**Run 1: selected gate families**

Drawn at 1.5 px/um.
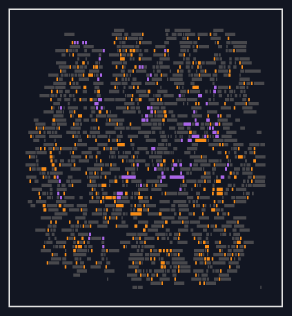
**Run 1: power grid**

Drawn at 2 px/um. Pins as bars on the die edge.
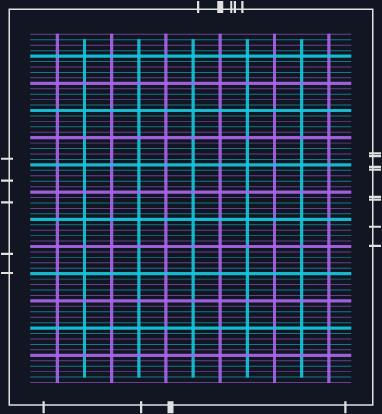
**Run 1: clock routing**

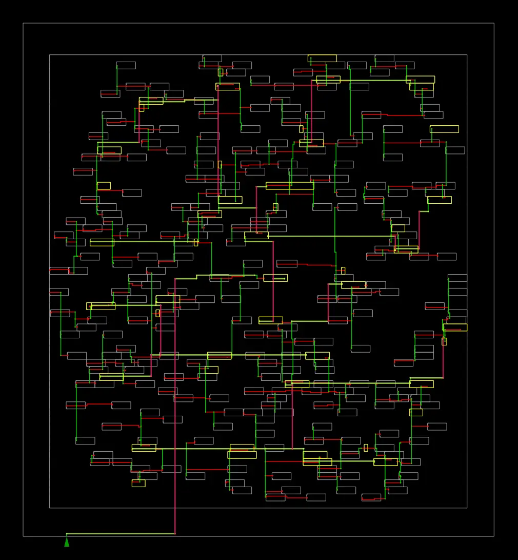
**Run 1: routed metal, one colour a layer**

Drawn at 2 px/um.
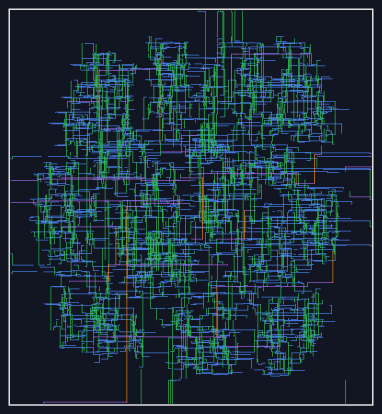
===== config.mk =====
export PLATFORM = sky130hd
export DESIGN_NAME = calc_cursor_ctrl
export DESIGN_NICKNAME = d
export VERILOG_FILES = /design/src/rtl/calc_cursor_ctrl.sv
export SDC_FILE = /design/constraint.sdc
export NUM_CORES = 1
export LEC_CHECK = 0
export CAP_MARGIN = 20
export CORE_ASPECT_RATIO = 1.1
export CORE_MARGIN = 10
export CORE_UTILIZATION = 40
export DETAILED_ROUTE_END_ITERATION = 8
export MAX_ROUTING_LAYER = met4
export PLACE_DENSITY_LB_ADDON = 0.15
export RECOVER_POWER = 100
export SYNTH_ARGS = -nofsm -noshare
export SYNTH_HDL_FRONTEND = slang
export SYNTH_SLANG_ARGS = --single-unit

===== constraint.sdc =====
create_clock -name clk_in -period 3 [get_ports clk_in]
set_input_delay 0.6 -clock clk_in [delete_from_list [all_inputs] [get_ports clk_in]]
set_output_delay 0.6 -clock clk_in [all_outputs]
set_load 0.01 [all_outputs]

===== src/rtl/calc_cursor_ctrl.sv =====
// calc_cursor_ctrl: debounces 5 raw buttons (up/down/left/right/ok), moves cursor_x/cursor_y on the keypad grid with auto-repeat, and emits the highlighted key's ASCII code over key_valid/key_ready with a key_drop pulse
module calc_cursor_ctrl #(
  parameter logic [19:0] DEBOUNCE_CYC = 20'd500000,
  parameter logic [25:0] REPEAT_DLY = 26'd25000000,
  parameter logic [25:0] REPEAT_PER = 26'd5000000,
  parameter int GRID_COLS = 3,
  parameter int GRID_ROWS = 4
) (
  input  logic       clk_in,
  input  logic       sys_rst,
  input  logic       btn_up,
  input  logic       btn_down,
  input  logic       btn_left,
  input  logic       btn_right,
  input  logic       btn_ok,
  output logic [3:0] cursor_x,
  output logic [3:0] cursor_y,
  output logic       key_valid,
  output logic [7:0] key_code,
  input  logic       key_ready,
  output logic       key_drop
);
  typedef enum logic {IDLE, HOLD} state_t;
  localparam logic [3:0] COLS4 = 4'(GRID_COLS);
  localparam logic [3:0] ROWS4 = 4'(GRID_ROWS);
  localparam logic [95:0] KEY_STR = "123456789+0=";
  logic [4:0] raw, press;
  logic [3:0] rpt;
  assign raw = {btn_ok, btn_right, btn_left, btn_down, btn_up};
  for (genvar g = 0; g < 5; g++) begin : g_btn
    logic [1:0] sync_q;
    logic [19:0] cnt_q, cnt_d;
    logic st_q, st_d, dly_q, press_q, press_d;
    always_comb begin
      cnt_d = (sync_q[1] == st_q || cnt_q == DEBOUNCE_CYC - 20'd1) ? '0 : cnt_q + 20'd1;
      st_d = (sync_q[1] != st_q && cnt_q == DEBOUNCE_CYC - 20'd1) ? sync_q[1] : st_q;
      press_d = st_q & ~dly_q;
    end
    always_ff @(posedge clk_in) begin
      if (sys_rst) begin
        sync_q <= '0;
        cnt_q <= '0;
        st_q <= 1'b0;
        dly_q <= 1'b0;
        press_q <= 1'b0;
      end else begin
        sync_q <= {sync_q[0], raw[g]};
        cnt_q <= cnt_d;
        st_q <= st_d;
        dly_q <= st_q;
        press_q <= press_d;
      end
    end
    assign press[g] = press_q;
    if (g < 4) begin : g_rpt
      logic [25:0] hc_q, hc_d;
      logic first_q, first_d, rpt_w;
      always_comb begin
        rpt_w = st_q && REPEAT_DLY != '0 && hc_q == (first_q ? REPEAT_DLY : REPEAT_PER);
        hc_d = (press_q || rpt_w) ? 26'd1 : st_q ? hc_q + 26'd1 : '0;
        first_d = press_q ? 1'b1 : rpt_w ? 1'b0 : st_q ? first_q : 1'b1;
      end
      always_ff @(posedge clk_in) begin
        if (sys_rst) begin
          hc_q <= '0;
          first_q <= 1'b1;
        end else begin
          hc_q <= hc_d;
          first_q <= first_d;
        end
      end
      assign rpt[g] = rpt_w;
    end
  end
  logic mu, md, ml, mr, ok, load;
  logic [3:0] cursor_x_q, cursor_x_d, cursor_y_q, cursor_y_d;
  logic [7:0] key_code_q, key_code_d, idx, kc;
  logic [95:0] shifted;
  logic key_drop_q, key_drop_d;
  state_t state_q, state_d;
  always_comb begin
    {mr, ml, md, mu} = press[3:0] | rpt;
    ok = press[4];
    cursor_y_d = mu ? ((cursor_y_q == 4'd0 || cursor_y_q >= ROWS4) ? ROWS4 - 4'd1 : cursor_y_q - 4'd1)
               : md ? ((cursor_y_q >= ROWS4 - 4'd1) ? 4'd0 : cursor_y_q + 4'd1)
               : cursor_y_q;
    cursor_x_d = (mu | md) ? cursor_x_q
               : ml ? ((cursor_x_q == 4'd0 || cursor_x_q >= COLS4) ? COLS4 - 4'd1 : cursor_x_q - 4'd1)
               : mr ? ((cursor_x_q >= COLS4 - 4'd1) ? 4'd0 : cursor_x_q + 4'd1)
               : cursor_x_q;
    idx = 8'(cursor_y_q) * 8'(GRID_COLS) + 8'(cursor_x_q);
    shifted = KEY_STR << {idx, 3'b000};
    kc = idx < 8'd12 ? shifted[95:88] : 8'h00;
    load = ok && (state_q == IDLE || key_ready);
    state_d = (ok || (state_q == HOLD && !key_ready)) ? HOLD : IDLE;
    key_code_d = load ? kc : key_code_q;
    key_drop_d = ok && state_q == HOLD && !key_ready;
  end
  always_ff @(posedge clk_in) begin
    if (sys_rst) begin
      cursor_x_q <= '0;
      cursor_y_q <= '0;
      key_code_q <= '0;
      key_drop_q <= 1'b0;
      state_q <= IDLE;
    end else begin
      cursor_x_q <= cursor_x_d;
      cursor_y_q <= cursor_y_d;
      key_code_q <= key_code_d;
      key_drop_q <= key_drop_d;
      state_q <= state_d;
    end
  end
  assign cursor_x = cursor_x_q;
  assign cursor_y = cursor_y_q;
  assign key_valid = state_q == HOLD;
  assign key_code = key_code_q;
  assign key_drop = key_drop_q;
endmodule


==> run notes, run 1 <==
This memo summarizes the results of the implementation run.

Global route
Entering global routing, the biggest net connects 32 pins. The first global-routing pass estimated 38,300 um of wire. The routing usage on met2 is 20.3%. The met1 demand-to-capacity share in global routing is 15.6%. The remaining global-route overflow is 0. The layer with the highest usage is met2.

The number of antenna violations at the first check in global routing was 0. The number of global-route vias before repair is 8,179. The fraction of met3 tracks used by global routing is 2.53%.

Placement
The number of port buffers is 23. Detailed placement reports a standard cell area of 0.0120 mm2. The final RePlAce weighted congestion is 0.795. In the placement report, post-DP HPWL is listed as 15,000 um. The setup slack at placement is 0.0934 ns.

Timing
The measured slew at the worst slew-check pin is 1.05 ns. Static timing analysis puts the maximum clock frequency at 353 MHz. The final max-slew violation count is 0. Per the slew report, the remaining headroom to the max-slew limit stands at 29.9%. The fraction of the cycle the final worst path needs is 94.3%. For the finished layout, the period the worst path requires is 2.83 ns.

The critical path in the final layout is reported with a setup slack of 0.171 ns. The final timing report lists a hold violation count of 0. The final number of setup-violating endpoints is 0. The setup clock skew after layout is 0.00784 ns.

Routing
The number of nets with antenna violations after detailed routing is 0. The residual DRC count is 0. Before antenna repair, the detailed router went through 4 iterations. Per the log, the first TritonRoute iteration ended with a DRC count of 439. In the routed layout, each cell is associated on average with a via count of 4.89.

Logic synthesis
Sequential elements use 43.7% of the synthesized area. The proportion of register bits with asynchronous set or reset after synthesis is 0%. The number of enable flip-flop cells is 0. After synthesis, the mean cell area works out to 8.78 um2. The chip area line in the Yosys stat output reads 0.0114 mm2. The cell area that synthesis handed to floorplanning was 0.0114 mm2. The top cell type's share of synthesized area is 43.7%.

The unique cell type count in the Yosys netlist is 77. The tally of yosys warning messages is 0. Counting instances in the post-synthesis netlist gives the leading cell types as 255 x nor2_1, 249 x dfxtp_1, 100 x xor2_1.

The instance count of the mapped netlist is 1,300. The synthesis stats list as the most numerous cell nor2_1. For this run, the leading register cell type out of synthesis is dfxtp_1.

Yosys reported a register bit count of 249. Per the Yosys statistics, synthesis produced 1,300 cells. In the post-synthesis netlist, the biggest area contributors are dfxtp_1 44%, nor2_1 8.4%, xor2_1 7.7%, xnor2_1 6.3%, nand3_1 3.3%. dfxtp_1 takes more of the synthesized area than any other cell.

Final layout
The filler cell count in the final layout is 2,719. The ratio of cells with drive above 1 in the final layout is 6.95%. Between the synthesized netlist and the finished layout, the area growth was recorded as 13.9%. The core occupancy in the finished layout is 46.5%.

The post-route cell area is 0.0130 mm2. The multi-input combinational cells in the finished layout cover a total of 0.00602 mm2. The area of all sequential standard cells is 0.00499 mm2. For this run, the script counts the antenna cells in the layout as 0. At the end of the flow, the number of nets in the layout was 1,373.

CTS
The CTS root buffer is clkbuf_16. The clock-pin slew on the worst setup and hold paths is 0.06 ns. In this run the number of H-tree levels came out at 1. The clock net in this run drives a total of 249 sinks. TritonCTS built the clock tree. Counting along the longest clock path gives a buffer depth of 3. After clock tree synthesis, the setup repair step added 0 buffers.

Setup path
Looking at the critical path, the highest net fanout was 6. The startpoint of the lowest-slack register-to-register path is cursor_x[1]. The end of the worst register-to-register path is key_code[3]. The type of element capturing the critical path is a register. The data required time reported for the critical path is 3.41 ns. STA puts the critical path data arrival time at 3.23 ns. For the worst flop-to-flop path, the logic depth is 13. The critical path class is register to register. The timing report gives the worst reg2reg path a setup slack of 0.17 ns. The kind of launch point of the worst setup path is a register.

Worst hold path
The terminating pin of the worst hold path is g_btn[4].press_q. The worst min-delay path startpoint is g_btn[4].dly_q. The number of cells on the worst hold path is listed as 1. In this run the worst hold path is classified as register to register.

Status
The flow ran to the end, and the final reports show no timing, DRC or antenna violations.

Pwr
Overall power consumption after layout is estimated at 7.08 mW. The standby leakage power is 4.33 nW. The cell area power density is 545 mW/mm2.

Floorplan
The pre-placement core utilization is 40.8%. The overall chip area is 0.0357 mm2. The number of placement rows is 64. According to the I/O placement log, the pin count is 26.

Flow run
The number of warnings in the stage logs is 38. The number of max-capacitance violations reported is 0.
## Picture notes: 'selected gate families'
nor cells: shown in orange, cells 343, where widely spread. aoi and oai cells: shown in purple, cells 73.

## Picture notes: 'power grid'
VSS: shown in purple. VDD: shown in cyan.
26 signal pins sit on the boundary. The core has 64 rows. 12 straps on met5. 65 met1 rails follow the rows. 11 straps on met4.
Floorplan Core Area: 0.0279 mm2
die height: 197 um
width of the chip: 181 um
worst ir drop on vdd: 0.000420 V

## Picture notes: 'clock routing'
CLK BUF: 40
Clk Latency, worst-skew pair: 0.53 ns
TritonCTS Buffers: 28

## Picture notes: 'routed metal, one colour a layer'
M1: shown in blue, wire length 10,900 um. M2: shown in green, wire length 9,650 um. M3: shown in purple, wire length 812 um. M4: shown in orange, wire length 328 um.
post-DR wirelength/cell: 12.6 um
wire length reported by the detailed router: 21,700 um
via count: 8,385
GRT Resource Usage Total: 12.5%

-- run 1: stage by stage --
step	instances	hold WS [ns]	TNS [ns]
CTS	1716	0.367	0
global route	1716	0.390	-0.00408
finish	1716	0.376	0
global placement	1666	0.371	0
floorplan	1301	0.367	0
detailed placement	1666	0.377	0
-- run 1: critical path: stages, from the launching register on --
cell,delay (ns)
dfxtp_2,0.37
inv_1,0.08
fa_1,0.54
inv_1,0.04
ha_1,0.22
inv_1,0.08
fa_2,0.47
nor2_2,0.11
a2bb2oi_2,0.16
a2bb2oi_2,0.19
nor4_4,0.07
buf_4,0.16
a32oi_1,0.17
nor2_1,0.06
-- run 1: state kept, by name (all words and copies together) (netlist names) --
register / count
g_btn.g_rpt.first_q: 4
key_code: 6
g_btn.sync_q: 10
g_btn.dly_q: 5
cursor_x: 4
g_btn.cnt_q: 100
g_btn.press_q: 5
key_valid: 1
key_drop: 1
cursor_y: 4
g_btn.g_rpt.hc_q: 104
g_btn.st_q: 5
-- run 1: area by class of cell --
cell class              count  area share [%]
clock inverters            10            1.35
multi-input cells         959            46.3
inverters                  57            1.65
flip-flops and latches    249            38.4
repair buffers             38            2.52
well taps                 363            3.50
clock buffers              40            6.29
-- run 1: metal layers --
layer  share of wire, %  up-vias
li1                   -     4461
met3                3.7       29
met4                1.5        0
met5                  0        -
met1                 50     3838
met2                 45       57
-- run 1: placed cells by master, fill, tap and decap left out, types with 29 or more instances in the layout --
cell | synthesis | final
nor2_1 | 255 | 254
xor2_1 | 100 | 100
and3_1 | 30 | 30
nand2_1 | 95 | 96
dfxtp_1 | 249 | 247
xnor2_1 | 82 | 82
clkbuf_16 | 0 | 29
nand3_1 | 75 | 75
inv_1 | 57 | 57
nand4_1 | 44 | 44
-- run 1: power breakdown --
group	total, mW	internal, mW	leakage [nW]	switching, mW
Clock	3.65	2.31	0.491	1.34
Combinational	0.104	0.0414	1.83	0.0625
Sequential	3.32	3.32	2.01	0.00571
-- run 1: cell families after synthesis --
logic type               count (synthesis)  synth area share [%]
AND/OR/NAND/NOR                        654                  29.3
flip-flops                             249                  43.7
XOR/XNOR                               182                  14.0
buffers and inverters                   93                  3.36
AND-OR/OR-AND                           81                  5.13
adder cells (fa/ha/maj)                 32                  3.77
multiplexers                             8                 0.757
other                                    1                0.0329
-- run 1: worst max-delay path by stage --
stage	from	cells after the start	end	slack (ns)
finish	cursor_x[1]	13	key_code[3]	0.17
global route	cursor_x[1]	13	key_code[3]	-0.004
floorplan	cursor_y[1]	13	key_code[2]	0.00002
global placement	cursor_x[1]	13	key_code[3]	0.17
detailed placement	cursor_x[1]	13	key_code[3]	0.09
CTS	cursor_x[1]	13	key_code[3]	0.07
-- run 1: repair_timing --
item,CTS,global route
gates resized,0,7
hold buffers,0,0
setup endpoints to repair,0,6
**Run 1: clock network drawn from the DEF**

Drawn at 1.5 px/um.
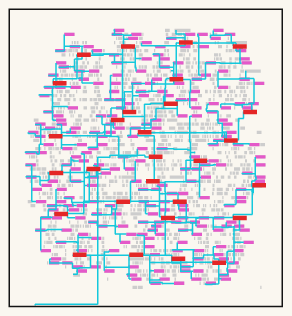

==> run 2: changes to the inputs <==
ABC_AREA = 1   (was not set)
DONT_BUFFER_PORTS = 1   (was not set)
GPL_TIMING_DRIVEN = 0   (was not set)
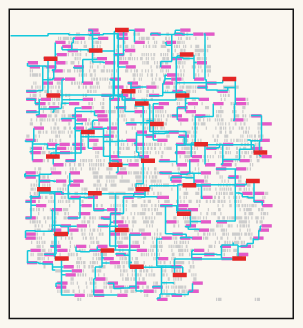
**Above:** run 2 (clock network drawn from the DEF).
Drawn at 1.5 px/um.
clock wires: shown in cyan, length 3,510 um. clock-net drivers: shown in red, count 29. flip-flops: shown in magenta, count 249.
There are 30 routed clock nets. Position of the flops: widely spread.
final clock skew: 0.0191 ns
Clk Latency, worst-skew pair: 0.55 ns

==> run notes, run 2 <==
This memo summarizes the results of the implementation run.

Global route
The number of global-route vias before repair is 9,917 (+21%). The maximum number of pins on one net before global-route repair is 15 (-53%). The global-route wire length before repair is 45,600 um (+19%).

The remaining global-route overflow is 0 (unchanged). The total global-route track usage is 14.1% (+1.6 points). The number of antenna violations at the first check in global routing is 0 (unchanged).

Timing
The final number of setup-violating endpoints was 0 (unchanged). The measured slew at the worst slew-check pin was 0.735 ns (-0.317 ns). The smallest setup slack after layout is 0.175 ns (+0.00455 ns). The fraction of the cycle the final worst path needs was 94.2% (-0.15 points). The final max-slew violation count came to 0 (unchanged). The final tally of hold violations was 0 (unchanged).

The worst max-slew margin expressed relative to the limit came to 51.0% (+21 points). The top achievable clock speed came to 354 MHz (+0.16%). The time the final worst path needs with I/O delays and setup is 2.82 ns (-0.00455 ns).

Pwr
The share of total power in the clock network is 50.4% (-1.2 points). The switching fraction of total power is 20.6% (+0.62 points). The internal power is 5.38 mW (-5.0%).

The standby leakage power is 5.11 nW (+18%). The peak supply drop is 0.000361 V (-14%). The sum of internal, switching and leakage power is 6.78 mW (-4.3%). The net switching power is 1.39 mW (-1.3%). The cell area power density came to 491 mW/mm2 (-9.9%). The logic gate share of total power is 0.7% (-0.8 points). The sequential power share is 48.9% (+2.0 points).

Routing
The count of vias placed by the detailed router is 10.4k (+24%). The number of iterations in the first detailed-routing pass is 5 (+1). The count of routing violations after the opening detailed-route iteration is 546 (+24%).

The via density per instance is 4.73 (-3.1%). The detail-routed net length per standard cell is 12.0 um (-4.8%). The residual DRC count is 0 (unchanged).

The number of nets with antenna violations after detailed routing is 0 (unchanged). The final wirelength is 26,500 um (+22%).

Final layout
The filler cell count in the final layout is 3,223 (+19%). Ranked by flip-flop count, first place goes to g_btn.g_rpt.hc_q. The most frequently placed logic cell in the final layout is nand2_1. The top cell types in the final layout, fill and taps aside, are 327 x nand2_1, 275 x nor2_1, 266 x inv_1. The post-route cell area came to 0.0138 mm2 (+6.2%).

In the final layout, the registers with the most flip-flops are g_btn.g_rpt.hc_q: 104 flops, g_btn.cnt_q: 100 flops, g_btn.sync_q: 10 flops. The ratio of cells with drive above 1 in the final layout is 7.59% (+0.65 points). The final non-filler cell total was 2,205 (+28%). The combinational gate area was 0.00622 mm2 (+3.4%).

The area of all sequential standard cells was 0.00500 mm2 (+0.18%). Between the synthesized netlist and the finished layout, the area growth was recorded as 10.7%. The number of antenna cells inserted was 0 (unchanged). The core occupancy in the finished layout came to 45.1% (-1.4 points). The number of nets in the layout was 1,810 (+32%). The flip-flop count of the largest register, all copies and words added is 104 (unchanged).

Floorplan
The I/O pin total is 26 (unchanged). The overall chip area was 0.0386 mm2 (+8.3%). The core footprint came to 0.0306 mm2 (+9.5%). The pre-placement core utilization came to 40.7% (-0.074 points). The height of the chip is 205 um (+4.1%).

The number of placement rows was 67 (+4.7%). The width of the die is 188 um (+4.0%).

Placement
The number of port buffers is 0 (-100%). The number of placed instances, taps included is 2,151 (+29%). The setup slack at placement is -0.148 ns (-0.242 ns). The post-detailed-placement half-perimeter wirelength is 19,800 um (+32%). The final RePlAce weighted congestion is 0.854 (+7.5%). The cell area after placement is 0.0130 mm2 (+7.9%).

Setup path
STA classifies the critical path endpoint as a register. The required arrival time at the worst endpoint came to 3.48 ns (+0.07 ns). The largest fanout of any net on the critical path is 5 (-1). STA classifies the critical path startpoint as a register. The critical path class is register to register. The arrival time of the worst setup path came to 3.31 ns (+0.08 ns).

Logic synthesis
The sequential area share after synthesis is 40.0% (-3.7 points). The tally of yosys warning messages is 0 (unchanged). The top cell type's share of synthesized area is 40.0% (-3.7 points). The number of enable flip-flop cells is 0 (unchanged). The most popular library cell in the synthesized design by count is nand2_1.

The synthesized area per cell came to 7.18 um2 (-18%). After synthesis, the most frequently instantiated cells are 319 x nand2_1, 266 x inv_1, 263 x nor2_1. The instance count of the mapped netlist is 1,736 (+34%). The largest total area in the synthesized netlist belongs to dfxtp_1. After synthesis, the cell types taking the most area are dfxtp_1 40%, nand2_1 9.6%, inv_1 8.0%, nor2_1 7.9%, a21oi_1 3.8%.

The main flop type after synthesis is dfxtp_1. The post-synthesis cell count from yosys is 1,736 (+34%). The synthesis-stage register bit count came to 249 (unchanged). The cell area after synthesis is 0.0125 mm2 (+9.3%). The post-synth area from yosys stat is 0.0125 mm2 (+9.3%).

The proportion of register bits with asynchronous set or reset after synthesis is 0% (unchanged). The unique cell type count in the Yosys netlist is 49 (-36%).

CTS
The total clock sinks is 249 (unchanged). The total number of H-tree levels is 1 (unchanged). The largest buffer count on any clock path is 3 (unchanged). The clock-pin slew on the worst setup and hold paths is 0.06 ns (about the same).

The CTS tree is yes. The number of CTS-inserted buffers is 29 (+3.6%). CTS placed an instance of clkbuf_16 at the clock tree root.

Flow run
The number of warnings in the stage logs is 38 (unchanged). The number of max-capacitance violations reported is 0 (unchanged).

Status
The run finished with clean final reports.

Worst hold path
STA reports the tightest min-delay check as being of type input port to register.
run 2: netlist changes by cell type after synthesis, moves of 20 or more:
cell     change
xor2_1      -53
and3_1      -28
inv_1      +209
nor2_2      +20
nand2_1    +224
a21oi_1     +72
o21ai_0     +24
xnor2_1     -66
nor3_1      +39
run 2: power by group through the flow:
stage	Sequential [mW]	Combinational, mW	Clock (mW)
6_report	3.32	0.0459	3.41
4_1_cts	3.32	0.0494	3.54
3_3_place_gp	3.39	0.0488	0
2_1_floorplan	3.39	0.0349	0
3_5_place_dp	3.39	0.0491	0
5_1_grt	3.32	0.0538	3.67
run 2: area by class of cell:
cell class,count,area share (%)
buffer,20,0.635
clock buffer,48,6.36
clock inverter,4,0.354
inverter,276,7.53
multi-input combinational,1192,45.1
sequential,249,36.2
tap,414,3.75
timing repair buffer,2,0.109
run 2: cells by family after synthesis:
| family | share of synthesized area, % |
|---|---|
| and+or+nand+nor | 34.8 |
| other | 0.0301 |
| AOI/OAI and AO/OA | 8.08 |
| adders and majority gates | 3.45 |
| buffers and inverters | 9.25 |
| DFF | 40.0 |
| xor gates and xnor gates | 4.43 |
run 2: per-stage QoR:
step           setup TNS (ns)  hold WS [ns]
2_1_floorplan               0         0.368
3_3_place_gp           -0.485         0.370
3_5_place_dp           -0.392         0.373
4_1_cts                     0         0.117
5_1_grt              -0.00473         0.126
6_report                    0         0.144
run 2: worst max-delay path, cell delays in order, from the launching register on:
cell and delay, ns:
dfxtp_4 0.42, clkinvlp_4 0.18, fa_1 0.50, inv_1 0.07
ha_1 0.16, inv_1 0.05, fa_2 0.56, inv_1 0.09
a211oi_2 0.20, nand3_2 0.15, a21oi_2 0.15, nand2_1 0.11
a21oi_2 0.12
run 2: repair_timing:
action | in CTS | in global routing
hold endpoints to repair | 0 | 0
setup endpoints to repair | 5 | 5
setup buffers | 0 | 2
hold buffers | 0 | 0
pin swaps | 0 | 3
gates resized | 3 | 10
run 2: path summary, 6_finish.rpt:
check	from	to	slack [ns]	cells past startpoint
max	cursor_x[1]	key_code[3]	0.18	12
min	sys_rst	g_btn[2].dly_q	0.14	1
max reg2reg	cursor_x[1]	key_code[3]	0.18	12
min reg2reg	g_btn[2].dly_q	g_btn[2].press_q	0.38	1
run 2: per-layer routing:
metal | track usage (%) | part of all wire [%]
met1 | 17.2 | 48
met4 | 3.89 | 1.9
met5 | - | 0
met3 | 2.86 | 4.8
met2 | 23.1 | 45
Power is estimated from default activity; no workload was simulated.
